[config.mk]
export PLATFORM = sky130hd
export DESIGN_NAME = shp_window_gen_flat
export DESIGN_NICKNAME = d
export VERILOG_FILES = /design/src/rtl/sharp_pkg.sv /design/src/rtl/shp_window_gen_if.sv /design/src/rtl/shp_diff_core.sv /design/src/rtl/shp_window_gen.sv /design/src/flat_wrapper.sv
export SDC_FILE = /design/constraint.sdc
export NUM_CORES = 1
export LEC_CHECK = 0
export CAP_MARGIN = 20
export CORE_MARGIN = 2
export CORE_UTILIZATION = 25
export DETAILED_ROUTE_END_ITERATION = 8
export DONT_BUFFER_PORTS = 1
export PLACE_DENSITY_LB_ADDON = 0.3
export SKIP_CTS_REPAIR_TIMING = 1
export SYNTH_ARGS = -nofsm -noshare
export SYNTH_HDL_FRONTEND = slang
export SYNTH_SLANG_ARGS = --single-unit
export TNS_END_PERCENT = 50
[constraint.sdc]
create_clock -name clk -period 4.9 [get_ports clk]
set_clock_uncertainty 0.05 [all_clocks]
set_input_delay 0.98 -clock clk [delete_from_list [all_inputs] [get_ports clk]]
set_output_delay 0.98 -clock clk [all_outputs]
set_load 0.005 [all_outputs]
[src/rtl/sharp_pkg.sv]
// Shared definitions for the sharpness front-end: default widths, the
// coring threshold, the horizontal window FSM states and the sync delay depth.
package sharp_pkg;

    localparam int DW_DEF      = 12;
    localparam int DIFF_W_DEF  = 13;
    localparam int CORE_TH_DEF = 8;

    // Sync outputs trail the inputs by the window fill plus the diff register.
    localparam int SYNC_DLY = 2;

    // Number of pixels currently held in the horizontal window.
    typedef enum logic [1:0] {
        IDLE = 2'd0,
        FILL = 2'd1,
        RUN  = 2'd2
    } win_state_e;

endpackage

[src/rtl/shp_window_gen_if.sv]
// Pixel-stream bundle between the raw video source and the sharpness
// operand generator: incoming sync/de/data and the per-pixel operand set.
interface shp_window_gen_if
    import sharp_pkg::*;
#(
    parameter int DW     = DW_DEF,
    parameter int DIFF_W = DIFF_W_DEF
);

    logic              i_hs;
    logic              i_vs;
    logic              i_de;
    logic [DW-1:0]     i_data;

    logic              shp_en;
    logic [DW-1:0]     shp_curr;
    logic [DIFF_W-1:0] curr_prev_diff;
    logic [DIFF_W-1:0] curr_next_diff;
    logic              shp_sel;
    logic              o_hs;
    logic              o_vs;

    // Source side: drives the raw stream, consumes the operand set.
    modport master (
        output i_hs, i_vs, i_de, i_data,
        input  shp_en, shp_curr, curr_prev_diff, curr_next_diff, shp_sel, o_hs, o_vs
    );

    // Window generator side.
    modport slave (
        input  i_hs, i_vs, i_de, i_data,
        output shp_en, shp_curr, curr_prev_diff, curr_next_diff, shp_sel, o_hs, o_vs
    );

endinterface

[src/rtl/shp_diff_core.sv]
// Registered difference / coring stage for a 3-tap window. Given the centre
// pixel and its two neighbours it produces both signed differences and the
// bypass select. Written direction-agnostic so the vertical path can reuse it.
module shp_diff_core
    import sharp_pkg::*;
#(
    parameter int DW      = DW_DEF,
    parameter int DIFF_W  = DIFF_W_DEF,
    parameter int CORE_TH = CORE_TH_DEF
) (
    input  logic              clk,
    input  logic              rst_n,
    input  logic              valid_i,
    input  logic              boundary_i,
    input  logic [DW-1:0]     curr_i,
    input  logic [DW-1:0]     left_i,
    input  logic [DW-1:0]     right_i,
    output logic              en_o,
    output logic [DW-1:0]     curr_o,
    output logic [DIFF_W-1:0] cpd_o,
    output logic [DIFF_W-1:0] cnd_o,
    output logic              sel_o
);

    logic [DIFF_W-1:0] cpd, cnd;
    logic              flat;

    logic              en_q;
    logic [DW-1:0]     curr_q;
    logic [DIFF_W-1:0] cpd_q, cnd_q;
    logic              sel_q;

    // Magnitude of a two's-complement difference; |-4095| still fits.
    function automatic logic [DIFF_W-1:0] mag(input logic [DIFF_W-1:0] d);
        return d[DIFF_W-1] ? -d : d;
    endfunction

    // Zero-extend before subtracting so the result is exact over the full range.
    assign cpd  = DIFF_W'({1'b0, curr_i}) - DIFF_W'({1'b0, left_i});
    assign cnd  = DIFF_W'({1'b0, curr_i}) - DIFF_W'({1'b0, right_i});
    assign flat = (mag(cpd) < DIFF_W'(CORE_TH)) && (mag(cnd) < DIFF_W'(CORE_TH));

    // Capture the operand set on emission; data holds otherwise, only en drops.
    always_ff @(posedge clk or negedge rst_n) begin
        if (!rst_n) begin
            en_q   <= 1'b0;
            curr_q <= '0;
            cpd_q  <= '0;
            cnd_q  <= '0;
            sel_q  <= 1'b0;
        end else begin
            en_q <= valid_i;
            if (valid_i) begin
                curr_q <= curr_i;
                cpd_q  <= cpd;
                cnd_q  <= cnd;
                sel_q  <= boundary_i | flat;
            end
        end
    end

    assign en_o   = en_q;
    assign curr_o = curr_q;
    assign cpd_o  = cpd_q;
    assign cnd_o  = cnd_q;
    assign sel_o  = sel_q;

endmodule

[src/rtl/shp_window_gen.sv]
// Horizontal 3-tap window generator feeding the sharpness stage. Holds the
// previous and current pixel, replicates at both line ends, emits each
// centre pixel once its right neighbour (or the line end) is known, and
// delays the syncs to stay aligned with the emitted pixels.
module shp_window_gen
    import sharp_pkg::*;
#(
    parameter int DW      = DW_DEF,
    parameter int DIFF_W  = DIFF_W_DEF,
    parameter int CORE_TH = CORE_TH_DEF
) (
    input  logic           clk,
    input  logic           rst_n,
    shp_window_gen_if.slave bus
);

    win_state_e             state_q;
    logic [DW-1:0]          p_prev_q;
    logic [DW-1:0]          p_curr_q;
    logic [SYNC_DLY-1:0]    hs_dly_q;
    logic [SYNC_DLY-1:0]    vs_dly_q;

    logic                   sync_ok;
    logic                   accept_first;
    logic                   advance;
    logic                   flush;
    logic                   emit;
    logic                   boundary;
    logic [DW-1:0]          p_right;

    // Decode of the current cycle. A falling de always flushes the held
    // centre, even when a sync drops in the same cycle; a sync drop while
    // de is still high is an abort and emits nothing.
    assign sync_ok      = bus.i_hs && bus.i_vs;
    assign accept_first = (state_q == IDLE) && bus.i_de && sync_ok;
    assign advance      = (state_q != IDLE) && bus.i_de && sync_ok;
    assign flush        = (state_q != IDLE) && !bus.i_de;
    assign emit         = advance || flush;
    // The centre held in FILL is the first pixel of its line.
    assign boundary     = flush || (state_q == FILL);
    assign p_right      = flush ? p_curr_q : bus.i_data;

    // Window FSM: state plus the two held pixels.
    always_ff @(posedge clk or negedge rst_n) begin
        if (!rst_n) begin
            state_q  <= IDLE;
            p_prev_q <= '0;
            p_curr_q <= '0;
        end else if (advance) begin
            // NOTE: non-blocking, so p_prev_q takes the old p_curr_q.
            p_prev_q <= p_curr_q;
            p_curr_q <= bus.i_data;
            state_q  <= RUN;
        end else if (accept_first) begin
            p_prev_q <= bus.i_data;
            p_curr_q <= bus.i_data;
            state_q  <= FILL;
        end else if (flush || !sync_ok) begin
            p_prev_q <= '0;
            p_curr_q <= '0;
            state_q  <= IDLE;
        end
    end

    // Sync delay line matching the window-plus-register latency.
    always_ff @(posedge clk or negedge rst_n) begin
        if (!rst_n) begin
            hs_dly_q <= '0;
            vs_dly_q <= '0;
        end else begin
            hs_dly_q <= {hs_dly_q[SYNC_DLY-2:0], bus.i_hs};
            vs_dly_q <= {vs_dly_q[SYNC_DLY-2:0], bus.i_vs};
        end
    end

    assign bus.o_hs = hs_dly_q[SYNC_DLY-1];
    assign bus.o_vs = vs_dly_q[SYNC_DLY-1];

    shp_diff_core #(
        .DW      (DW),
        .DIFF_W  (DIFF_W),
        .CORE_TH (CORE_TH)
    ) u_diff (
        .clk        (clk),
        .rst_n      (rst_n),
        .valid_i    (emit),
        .boundary_i (boundary),
        .curr_i     (p_curr_q),
        .left_i     (p_prev_q),
        .right_i    (p_right),
        .en_o       (bus.shp_en),
        .curr_o     (bus.shp_curr),
        .cpd_o      (bus.curr_prev_diff),
        .cnd_o      (bus.curr_next_diff),
        .sel_o      (bus.shp_sel)
    );

endmodule

[src/flat_wrapper.sv]
// flat-port wrapper written by rule: the top's interface ports become plain ports
module shp_window_gen_flat import sharp_pkg::*;
#(
    parameter int DW      = DW_DEF,
    parameter int DIFF_W  = DIFF_W_DEF,
    parameter int CORE_TH = CORE_TH_DEF
)
  (clk, rst_n, bus_i_hs, bus_i_vs, bus_i_de, bus_i_data, bus_shp_en, bus_shp_curr, bus_curr_prev_diff, bus_curr_next_diff, bus_shp_sel, bus_o_hs, bus_o_vs);
  shp_window_gen_if #(.DW(DW), .DIFF_W(DIFF_W)) bus_i ();
  input  logic clk;
  input  logic rst_n;
  input wire logic [$bits(bus_i.i_hs)-1:0] bus_i_hs;
  input wire logic [$bits(bus_i.i_vs)-1:0] bus_i_vs;
  input wire logic [$bits(bus_i.i_de)-1:0] bus_i_de;
  input wire logic [$bits(bus_i.i_data)-1:0] bus_i_data;
  output wire logic [$bits(bus_i.shp_en)-1:0] bus_shp_en;
  output wire logic [$bits(bus_i.shp_curr)-1:0] bus_shp_curr;
  output wire logic [$bits(bus_i.curr_prev_diff)-1:0] bus_curr_prev_diff;
  output wire logic [$bits(bus_i.curr_next_diff)-1:0] bus_curr_next_diff;
  output wire logic [$bits(bus_i.shp_sel)-1:0] bus_shp_sel;
  output wire logic [$bits(bus_i.o_hs)-1:0] bus_o_hs;
  output wire logic [$bits(bus_i.o_vs)-1:0] bus_o_vs;
  assign bus_i.i_hs = bus_i_hs;
  assign bus_i.i_vs = bus_i_vs;
  assign bus_i.i_de = bus_i_de;
  assign bus_i.i_data = bus_i_data;
  assign bus_shp_en = bus_i.shp_en;
  assign bus_shp_curr = bus_i.shp_curr;
  assign bus_curr_prev_diff = bus_i.curr_prev_diff;
  assign bus_curr_next_diff = bus_i.curr_next_diff;
  assign bus_shp_sel = bus_i.shp_sel;
  assign bus_o_hs = bus_i.o_hs;
  assign bus_o_vs = bus_i.o_vs;
  shp_window_gen #(.DW(DW), .DIFF_W(DIFF_W), .CORE_TH(CORE_TH)) u_core (.clk(clk), .rst_n(rst_n), .bus(bus_i));
endmodule
Figure 1. Sequential cells coloured by netlist name.
Scale: 2 px per µm. Other sequential cells in the stronger grey, the rest of the logic in the fainter grey.
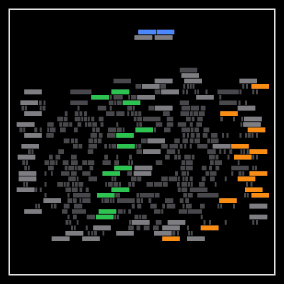
| signal | colour | sequential cells |
|---|---|---|
| `u_core.vs_dly_q` | blue | 2 |
| `u_core.u_diff.cnd_o` | orange | 13 |
| `u_core.p_prev_q` | green | 12 |
not coloured: 43

Figure 2. Wiring by layer.
Scale: 3 px per µm.
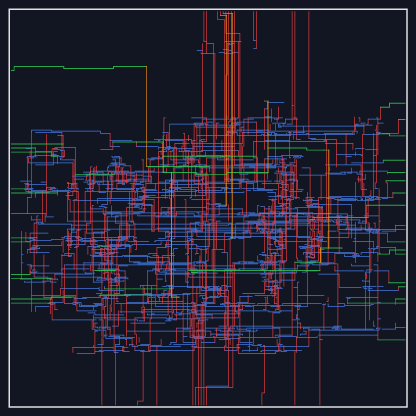
| layer | colour | wire length |
|---|---|---|
| metal 2 | red | 4750 µm |
| metal 3 | green | 639 µm |
| metal 1 | blue | 5100 µm |
| metal 4 | orange | 284 µm |

==> results.toml <==
# physical design summary
[timing]
whs_ps = 285
fin_crit_ps = 3790
finalWorstSetupSlack_ps = 1110
setup_viol = 0

[floorplan]
die_y_um = 132
chipArea_um2 = 17400
fp-row-count = 46
top_level_ports = 59
floorplan.core_util_pct = 25.7

[global_routing]
use_met2_pct = 19.8
track_usage_pct = 13.0
overflow = 0

[setup_path]
ff2ff_path_depth = 11
cp.arrival_ps = 3990
r2r-end = "u_core.u_diff.sel_o$_DFFE_PN0P_"
cp_max_fo = 15
crit_path_start_kind = "input port"
path_delay_family = "AND-OR/OR-AND gates"
timing.rr.start = "u_core.state_q[1]$_DFFE_PN0P_"
worstSetupEndpointType = "register"
crit_required_ps = 5100
worst-path-stages = 13

[yosys]
synth-compound-area-share_pct = 20.6
syn-cell-area_um2 = 4100
synth_flop_count = 70
mux_share_pct = 3.69
synth_xor_xnor_area_share_pct = 3.21
ys.warnings.count = 0
yosys-stat-area_um2 = 4100
ys_sh_adder_pct = 8.30
edf_count = 0
ys_seq_share_pct = 42.7
area_leaders = "dfrtp_1 43%, nand2_1 9.1%, ha_1 7.3%, o21ai_0 3.8%, mux2i_1 3.4%"
ys_types = 59

[finish]
comb_area_um2 = 2210
layout.nonclk_buf_share_pct = 0.799
n_sequential_cell = 70
nFillCells = 1686
clkbuf_count = 13
largest_cell_class = "combinational gates"
diodes = 0
n_all_inverters = 20
regArea_um2 = 1750
nNonClkBuffers = 5
nNetsFinal = 489
comb_area_share_pct = 47.1
final_cell_mix = "99 x nand2_1, 70 x dfrtp_1, 31 x o21ai_0"

[power_and_ir_drop]
leakage_nw = 2.26
top_power_group = "clock"
intPower_mw = 1.32
pg_seq_mw = 0.727
combPwrFrac_pct = 17.4
power_mw = 1.81

[place]
dpl.hpwl_um = 7990
dp_slack_ps = 793
port_buffers = 0

[clocking]
clk_path_buf_depth = 2
insertion_delay_ps = 340
cts_sinks = 70
cts_made_buffers = 9
root_buffer = "clkbuf_16"

[routing]
vias = 3248
finalWirelength_um = 10800
wl_met1_um = 5100
drt_iter0_drc = 144
met3_length_um = 639
top_layer_used = "met4"
post_drt_wl_per_cell_um = 16.2
viasPerCell = 4.87

[job]
drv_cap = 0
warning_count = 26

[status]
status = "finished, final reports clean"
